**Run 1: placement by cell class**

Fill, decap, tap and diode cells in grey.
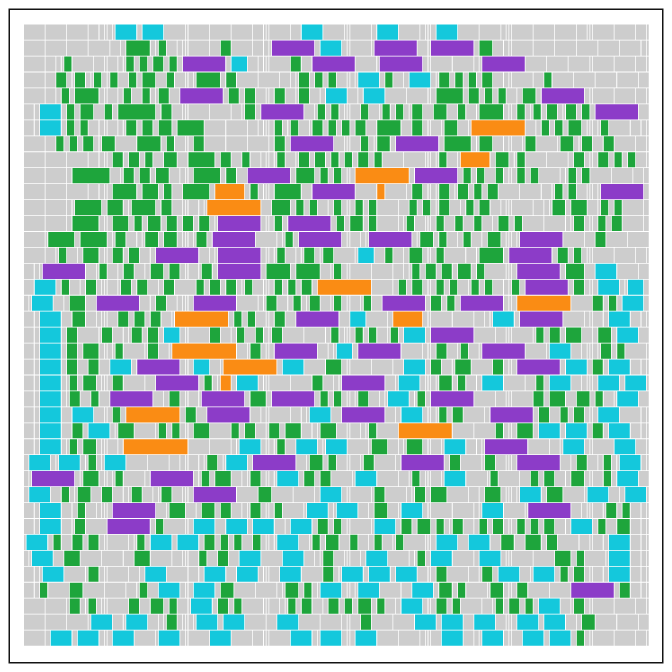
**Run 1: metal 3**

The bar under the picture is 20 µm long.
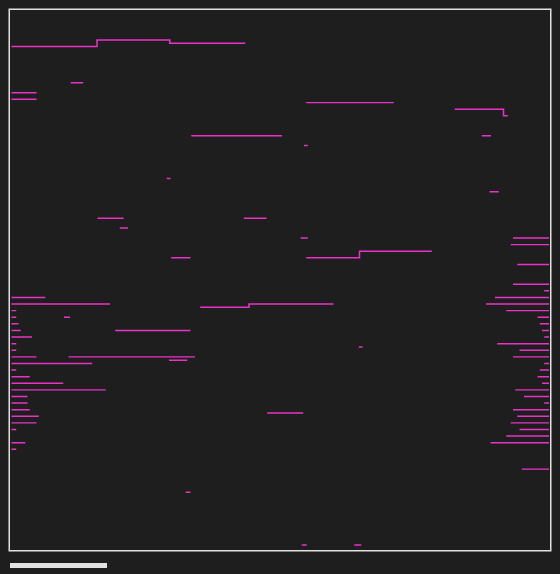
**Run 1: routed metal per tile**

The bar under the picture is 20 µm long. The die is cut into 22 by 22 equal tiles; dark blue is low, red is high, scaled to the fullest tile. Values are wire area over tile area, all layers added.
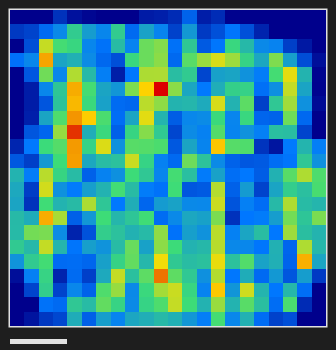
**Run 1: the metal 1 layer**

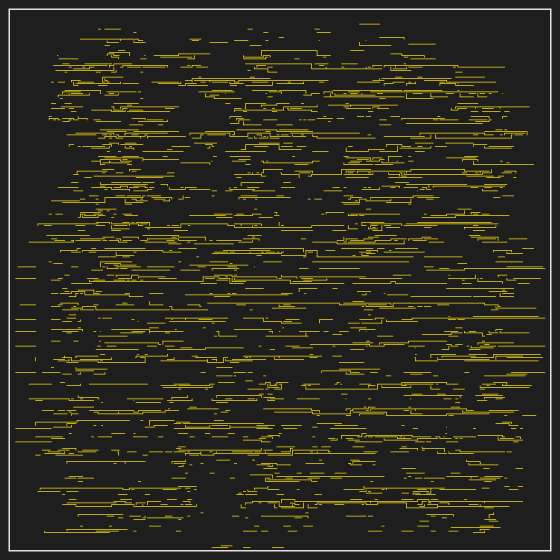
$ cat src/rtl/i2c_wr_pkg.sv
// Shared types and helpers for the I2C write arbiter.
package i2c_wr_pkg;
  localparam int unsigned DEF_TIMEOUT  = 4095;
  localparam int unsigned DEF_RST_HOLD = 4;
  localparam int unsigned MAX_NREQ     = 8;
  localparam int unsigned BUS_W        = 8 * MAX_NREQ;

  typedef enum logic [2:0] {
    ST_IDLE,
    ST_LOAD,
    ST_START,
    ST_BUSY,
    ST_FIN,
    ST_RECOVER
  } state_e;

  // Byte idx of a flattened per-requester bus.
  function automatic logic [7:0] bus_byte(input logic [BUS_W-1:0] bus, input logic [2:0] idx);
    return bus[{idx, 3'b000} +: 8];
  endfunction
endpackage

$ cat src/rtl/i2c_wr_arbiter_rr_arbiter.sv
// Combinational round-robin pick: first requester after the last-granted index.
module rr_arbiter import i2c_wr_pkg::*; #(
  parameter  int unsigned NREQ = 4,
  localparam int unsigned IW   = (NREQ > 1) ? $clog2(NREQ) : 1
) (
  input  logic [NREQ-1:0] req,
  input  logic [IW-1:0]   last,
  output logic            valid,
  output logic [NREQ-1:0] gnt,
  output logic [IW-1:0]   idx
);
  logic [IW-1:0] c;

  always_comb begin
    valid = 1'b0;
    gnt   = '0;
    idx   = '0;
    c     = '0;
    for (int unsigned k = 1; k <= NREQ; k++) begin
      c = IW'((32'(last) + k) % NREQ);
      if (!valid && req[c]) begin
        valid  = 1'b1;
        gnt[c] = 1'b1;
        idx    = c;
      end
    end
  end
endmodule

$ cat src/rtl/i2c_wr_arbiter.sv
// Shares one I2C_WRITE_BYTE engine among NREQ requesters: arbitration,
// GO/END_OK sequencing, ACK capture and watchdog recovery.
module i2c_wr_arbiter import i2c_wr_pkg::*; #(
  parameter int unsigned NREQ     = 4,
  parameter int unsigned TIMEOUT  = DEF_TIMEOUT,
  parameter int unsigned RST_HOLD = DEF_RST_HOLD
) (
  input  logic              PT_CK,
  input  logic              RESET,
  input  logic [NREQ-1:0]   REQ,
  input  logic [8*NREQ-1:0] REQ_SLAVE,
  input  logic [8*NREQ-1:0] REQ_POINTER,
  input  logic [8*NREQ-1:0] REQ_WDATA,
  output logic [NREQ-1:0]   GNT,
  output logic [NREQ-1:0]   DONE,
  output logic              ERR_NACK,
  output logic              ERR_TMO,
  output logic              GO,
  output logic [7:0]        SLAVE_ADDRESS,
  output logic [7:0]        POINTER,
  output logic [7:0]        WDATA8,
  output logic              ENG_RESET_N,
  input  logic              END_OK,
  input  logic              ACK_OK
);
  localparam int unsigned IW = (NREQ > 1) ? $clog2(NREQ) : 1;
  localparam int unsigned WW = $clog2(TIMEOUT + 1);
  localparam int unsigned RW = (RST_HOLD > 1) ? $clog2(RST_HOLD) : 1;

  state_e          state_q, state_d;
  logic [IW-1:0]   last_q, last_d;
  logic [IW-1:0]   win_q, win_d;
  logic [NREQ-1:0] win_oh_q, win_oh_d;
  logic [NREQ-1:0] gnt_q, gnt_d;
  logic [NREQ-1:0] done_q, done_d;
  logic            err_nack_q, err_nack_d;
  logic            err_tmo_q, err_tmo_d;
  logic            go_q, go_d;
  logic [7:0]      sa_q, sa_d;
  logic [7:0]      pt_q, pt_d;
  logic [7:0]      wd_q, wd_d;
  logic            eng_rst_n_q, eng_rst_n_d;
  logic [WW-1:0]   wdog_q, wdog_d;
  logic [RW-1:0]   rec_q, rec_d;
  logic            ack_q, ack_d;
  logic            abort;
  logic            expired;

  logic            arb_valid;
  logic [NREQ-1:0] arb_gnt;
  logic [IW-1:0]   arb_idx;

  rr_arbiter #(.NREQ(NREQ)) u_rr (
    .req   (REQ),
    .last  (last_q),
    .valid (arb_valid),
    .gnt   (arb_gnt),
    .idx   (arb_idx)
  );

  assign expired = (wdog_q >= WW'(TIMEOUT - 1));

  // Next-state and registered-output logic.
  always_comb begin
    state_d     = state_q;
    last_d      = last_q;
    win_d       = win_q;
    win_oh_d    = win_oh_q;
    gnt_d       = gnt_q;
    done_d      = '0;
    err_nack_d  = 1'b0;
    err_tmo_d   = 1'b0;
    go_d        = 1'b1;
    sa_d        = sa_q;
    pt_d        = pt_q;
    wd_d        = wd_q;
    wdog_d      = wdog_q;
    rec_d       = rec_q;
    ack_d       = ack_q;
    abort       = 1'b0;

    unique case (state_q)
      ST_IDLE: begin
        if (arb_valid) begin
          win_d    = arb_idx;
          win_oh_d = arb_gnt;
          state_d  = ST_LOAD;
        end
      end
      ST_LOAD: begin
        gnt_d   = win_oh_q;
        sa_d    = bus_byte(BUS_W'(REQ_SLAVE), 3'(win_q));
        pt_d    = bus_byte(BUS_W'(REQ_POINTER), 3'(win_q));
        wd_d    = bus_byte(BUS_W'(REQ_WDATA), 3'(win_q));
        wdog_d  = '0;
        ack_d   = 1'b0;
        state_d = ST_START;
      end
      ST_START: begin
        wdog_d = wdog_q + 1'b1;
        // An engine that is already running counts as started.
        if (!END_OK) begin
          state_d = ST_BUSY;
        end else if (expired) begin
          abort = 1'b1;
        end else begin
          go_d = 1'b0;
        end
      end
      ST_BUSY: begin
        wdog_d = wdog_q + 1'b1;
        if (END_OK) begin
          state_d = ST_FIN;
        end else begin
          ack_d = ACK_OK;
          if (expired) abort = 1'b1;
        end
      end
      ST_FIN: begin
        done_d     = gnt_q;
        err_nack_d = ~ack_q;
        gnt_d      = '0;
        last_d     = win_q;
        state_d    = ST_IDLE;
      end
      ST_RECOVER: begin
        if (rec_q == RW'(RST_HOLD - 1)) begin
          state_d = ST_IDLE;
        end else begin
          rec_d = rec_q + 1'b1;
        end
      end
      default: state_d = ST_IDLE;
    endcase

    if (abort) begin
      done_d    = gnt_q;
      err_tmo_d = 1'b1;
      gnt_d     = '0;
      last_d    = win_q;
      rec_d     = '0;
      state_d   = ST_RECOVER;
    end

    eng_rst_n_d = (state_d != ST_RECOVER);
  end

  always_ff @(posedge PT_CK) begin
    if (RESET) begin
      state_q     <= ST_IDLE;
      last_q      <= IW'(NREQ - 1);
      win_q       <= '0;
      win_oh_q    <= '0;
      gnt_q       <= '0;
      done_q      <= '0;
      err_nack_q  <= 1'b0;
      err_tmo_q   <= 1'b0;
      go_q        <= 1'b1;
      sa_q        <= '0;
      pt_q        <= '0;
      wd_q        <= '0;
      eng_rst_n_q <= 1'b0;
      wdog_q      <= '0;
      rec_q       <= '0;
      ack_q       <= 1'b0;
    end else begin
      state_q     <= state_d;
      last_q      <= last_d;
      win_q       <= win_d;
      win_oh_q    <= win_oh_d;
      gnt_q       <= gnt_d;
      done_q      <= done_d;
      err_nack_q  <= err_nack_d;
      err_tmo_q   <= err_tmo_d;
      go_q        <= go_d;
      sa_q        <= sa_d;
      pt_q        <= pt_d;
      wd_q        <= wd_d;
      eng_rst_n_q <= eng_rst_n_d;
      wdog_q      <= wdog_d;
      rec_q       <= rec_d;
      ack_q       <= ack_d;
    end
  end

  assign GNT           = gnt_q;
  assign DONE          = done_q;
  assign ERR_NACK      = err_nack_q;
  assign ERR_TMO       = err_tmo_q;
  assign GO            = go_q;
  assign SLAVE_ADDRESS = sa_q;
  assign POINTER       = pt_q;
  assign WDATA8        = wd_q;
  assign ENG_RESET_N   = eng_rst_n_q;
endmodule
$ cat config.mk
export PLATFORM = sky130hd
export DESIGN_NAME = i2c_wr_arbiter
export DESIGN_NICKNAME = d
export VERILOG_FILES = /design/src/rtl/i2c_wr_pkg.sv /design/src/rtl/i2c_wr_arbiter_rr_arbiter.sv /design/src/rtl/i2c_wr_arbiter.sv
export SDC_FILE = /design/constraint.sdc
export NUM_CORES = 1
export LEC_CHECK = 0
export ABC_AREA = 1
export CELL_PAD_IN_SITES_DETAIL_PLACEMENT = 1
export CELL_PAD_IN_SITES_GLOBAL_PLACEMENT = 1
export CORE_MARGIN = 2
export CORE_UTILIZATION = 33
export DETAILED_ROUTE_END_ITERATION = 12
export HOLD_SLACK_MARGIN = 0.1
export PLACE_DENSITY_LB_ADDON = 0.1
export SETUP_SLACK_MARGIN = 0.4
export SKIP_CTS_REPAIR_TIMING = 1
export SYNTH_ARGS = -nofsm -noshare
export SYNTH_HDL_FRONTEND = slang
export SYNTH_HIERARCHICAL = 1
export SYNTH_SLANG_ARGS = --single-unit
$ cat constraint.sdc
create_clock -name PT_CK -period 3.6 [get_ports PT_CK]
set_input_delay 0.72 -clock PT_CK [delete_from_list [all_inputs] [get_ports PT_CK]]
set_output_delay 0.72 -clock PT_CK [all_outputs]
set_load 0.02 [all_outputs]
==> run_results.csv, run 1 <==
group,metric,value,unit
floorplanning,die-area,12400,µm²
final_layout,drive_gt1_share,7.87,%
critical_path,crit_path_top_delay_cell,"dfxtp_1",
detailed_routing,viasPerCell,5.09,
yosys,top_area_cell,"dfxtp_1",
final_layout,n_all_buffers,146,
critical_path,r2r_setup_slack,900,ps
yosys,synth-main-ff-cell,"dfxtp_1",
power_and_ir_drop,p_switching,890,µW
final_layout,largest_reg_flops,12,
critical_path,crit_path_frequent_cell,"nor2_1",
critical_path,worstSetupEndpoint,"ENG_RESET_N",
power_and_ir_drop,p_leak,2.32,nW
clock_tree,cts.sinks,62,
final_layout,bufAreaShareNonClock,25.8,%
yosys,yosysMostFrequentCell,"o21ai_0",
critical_path,reg2reg_from,"last_q[1]",
global_routing,grt_start_max_net_pins,51,
outcome,status,"finished clean",
clock_tree,h-tree-depth,3,
yosys,netlist_instances,554,
detailed_routing,route.met2.wl,7040,µm
power_and_ir_drop,power_density,485,nW/µm²
hold_path,hp-class,"flop to flop",
yosys,synthMuxAreaShare,0,%
final_layout,layout_top_cell_excl_fill_tap,"clkdlybuf4s50_1",
power_and_ir_drop,combPwrFrac,33.9,%
yosys,top_area_share,32.7,%
hold_path,min_to,"ERR_NACK",
clock_tree,clk_latency,330,ps
detailed_routing,drt-met1-wl,5470,µm
final_layout,inverters,57,
floorplanning,ios,140,
power_and_ir_drop,pwr-share-seq,30.4,%
power_and_ir_drop,p_clk_share,35.7,%
final_layout,comb_area_share,38.8,%
critical_path,crit_arrival,2970,ps
critical_path,crit_cells,12,
critical_path,cp-end-kind,"flop",
global_routing,busiest_layer,"met2",
yosys,yosys.area_share.adder,3.63,%
critical_path,cp_top_family,"simple AND/OR/NAND/NOR gates",
final_timing,hold_slack,425,ps
placed_design,place_area,5260,µm²
final_layout,final_cell_mix,"clkdlybuf4s50_1, o21ai_0, nor2_1",
yosys,yosys_area,3790,µm²
clock_tree,path_clk_slew,50,ps
final_layout,clockBufferCount,13,
final_layout,comb_cells,405,
power_and_ir_drop,seq_power,824,µW
global_routing,grt_use_met2,41.5,%
global_routing,grt_pass1_vias,4534,
final_layout,largest_class,"combinational gates",
critical_path,crit_chain,"inv_1 > ha_1 > inv_2 > nand3_4 > nand2_4 > nor2_4 > nand4_1 > nand3_1 > nand2_1 > nor2_1 > o21ai_0 > nor2_1",
job,openroad.warnings,34,
yosys,ys_sh_simple,27.3,%
final_timing,fin_crit_sh,74.9,%
global_routing,grt_pass1_wl,22200,µm
final_timing,slew_violations,0,
yosys,top_cells_by_area,"dfxtp_1, o21ai_0, nor2_1, nand2_1, nand3_1",
yosys,ys_ff,62,
yosys,syn_nets,669,
global_routing,overflow,0,
hold_path,hold_depth,1,
final_timing,worstMarginPinSlew,983,ps
Notes on 'placement by cell class' above:
colour	class	cells
cyan	other buffers and delay cells	146
purple	flip-flops	62
green	all other logic	462
orange	clock drivers and dummy loads	16
row count: 39
Core ar.: 11300 µm²
Seq area share: 22.2%
post-route cell area: 5590 µm²
Layout Utilization: 49.4%

Notes on 'metal 3' above:
wire length on this layer	513 µm
longest straight run	25.8 µm
share of all routed wire	3.9%
DRT Wirelength: 13200 µm
met3 usage: 4.59%

Notes on 'routed metal per tile' above:
nearly empty tiles	7.6%
mean over tiles	0.17
tiles over half the peak	23%
vias: 4217
routed len/inst: 15.9 µm
Total GRT Usage: 22.0%

Notes on 'the metal 1 layer' above:
share of all routed wire	41%
longest straight run	27.4 µm
met1 usage: 24.9%

**Run 1: clock routing**

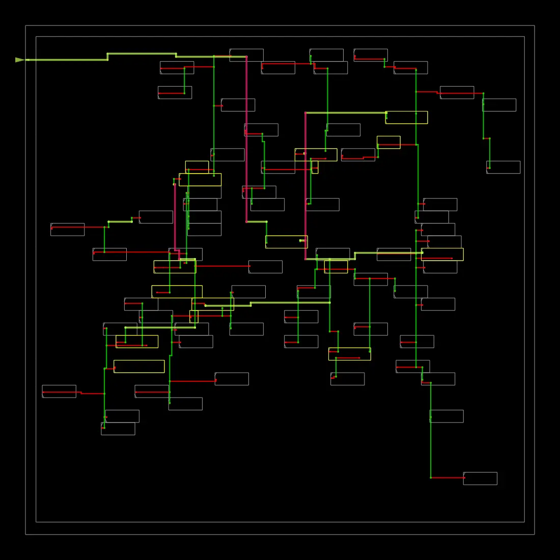

--- run 2 (diff from run 1) ---
Settings changed: CORE_UTILIZATION 33 to 28.
Clock period 3.6 ns to 2.3 ns, I/O delays scaled along.
**Run 2: clock routing**

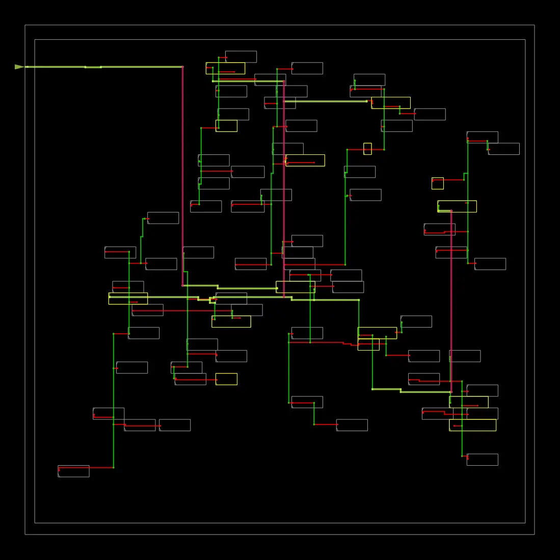
Clk power: 1.40 mW
CTS Sinks: 62

==> run_results.csv, run 2 <==
group,metric,value,unit
power_and_ir_drop,seq_power,1.29,mW
critical_path,cp-end-kind,"flop",
clock_tree,clk_latency,340,ps
detailed_routing,drt-met1-wl,5950,µm
detailed_routing,viasPerCell,4.92,
floorplanning,num_rows,42,
detailed_routing,detail_route.wl_per_cell,16.2,µm
power_and_ir_drop,top_power_group,"combinational cells",
yosys,top_area_share,32.7,%
final_layout,fin_area,5770,µm²
yosys,top_area_cell,"dfxtp_1",
critical_path,r2r_setup_slack,430,ps
final_timing,fin_crit_sh,81.2,%
global_routing,grt_use_met3,5.09,%
final_layout,drive_gt1_share,11.5,%
final_layout,bufAreaShareNonClock,26.5,%
final_timing,worstMarginPinSlew,851,ps
final_layout,seq_share,21.6,%
critical_path,worstSetupEndpoint,"win_oh_q[1]",
critical_path,crit_path_top_delay_cell,"dfxtp_2",
yosys,top_cells_by_area,"dfxtp_1, o21ai_0, nor2_1, nand2_1, nand3_1",
final_layout,comb_cells,405,
placed_design,gp_congestion,0.862,
placed_design,place_area,5350,µm²
final_layout,comb_area_share,38.6,%
yosys,ys_sh_simple,27.3,%
clock_tree,cts_root_buf,"clkbuf_16",
placed_design,place_ws,134,ps
hold_path,hp-class,"flop to flop",
yosys,synth-main-ff-cell,"dfxtp_1",
power_and_ir_drop,power_density,734,nW/µm²
final_layout,largest_class,"combinational gates",
global_routing,grt_pass1_wl,22000,µm
global_routing,grt_use_met2,35.2,%
power_and_ir_drop,p_switching,1.46,mW
hold_path,min-delay-start,"ack_q",
detailed_routing,ant_nets,0,
global_routing,overflow,0,
final_layout,clockBufferCount,12,
yosys,yosys.area_share.adder,3.63,%
global_routing,grt_util_all_layers,19.3,%
yosys,async_flop_share,0,%
global_routing,grt_start_max_net_pins,50,
floorplanning,core-area,13200,µm²
critical_path,crit_cells,11,
yosys,yosys_area,3790,µm²
final_timing,grt_setup_unrepaired,"yes",
final_timing,slew_violations,0,
power_and_ir_drop,p_clk_share,33.1,%
final_layout,final_cell_mix,"clkdlybuf4s50_1, o21ai_0, nor2_1",
power_and_ir_drop,p_leak,2.36,nW
hold_path,hold_depth,1,
floorplanning,ios,140,
job,openroad.warnings,35,
yosys,syn_nets,669,
final_timing,hold_slack,416,ps
critical_path,crit_chain,"clkinvlp_4 > ha_4 > inv_6 > nand3_4 > nand2_4 > nor2_4 > nand4_1 > nand3_2 > buf_6 > o21ai_1 > a21oi_1",
final_layout,layout_top_cell_excl_fill_tap,"clkdlybuf4s50_1",
yosys,ys_ff,62,
final_layout,n_all_buffers,156,
yosys,yosysMostFrequentCell,"o21ai_0",
final_layout,largest_reg_flops,12,
global_routing,grt_pass1_vias,4428,
global_routing,gr-usage-met1,21.6,%
critical_path,crit_arrival,2130,ps
clock_tree,h-tree-depth,3,
final_layout,finish.utilization,43.6,%
critical_path,reg2reg_from,"last_q[1]",
power_and_ir_drop,combPwrFrac,36.4,%
outcome,status,"finished clean",
**Run 2: routed metal per tile**

The bar under the picture is 20 µm long. The die is cut into 24 by 24 equal tiles; dark blue is low, red is high, scaled to the fullest tile. Values are wire area over tile area, all layers added.
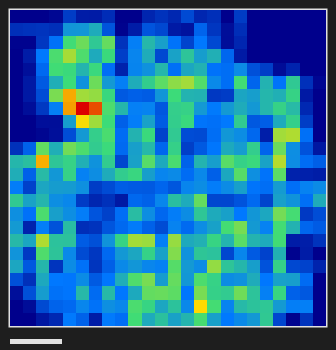
densest ninth of the die	bottom centre
mean over tiles	0.15
fullest tile	0.55
nearly empty tiles	11%
tiles over half the peak	12%
emptiest ninth of the die	upper right
DRT Wirelength: 14100 µm
vias: 4293

Power figures rest on the tool's default switching activity, not on a simulated workload.
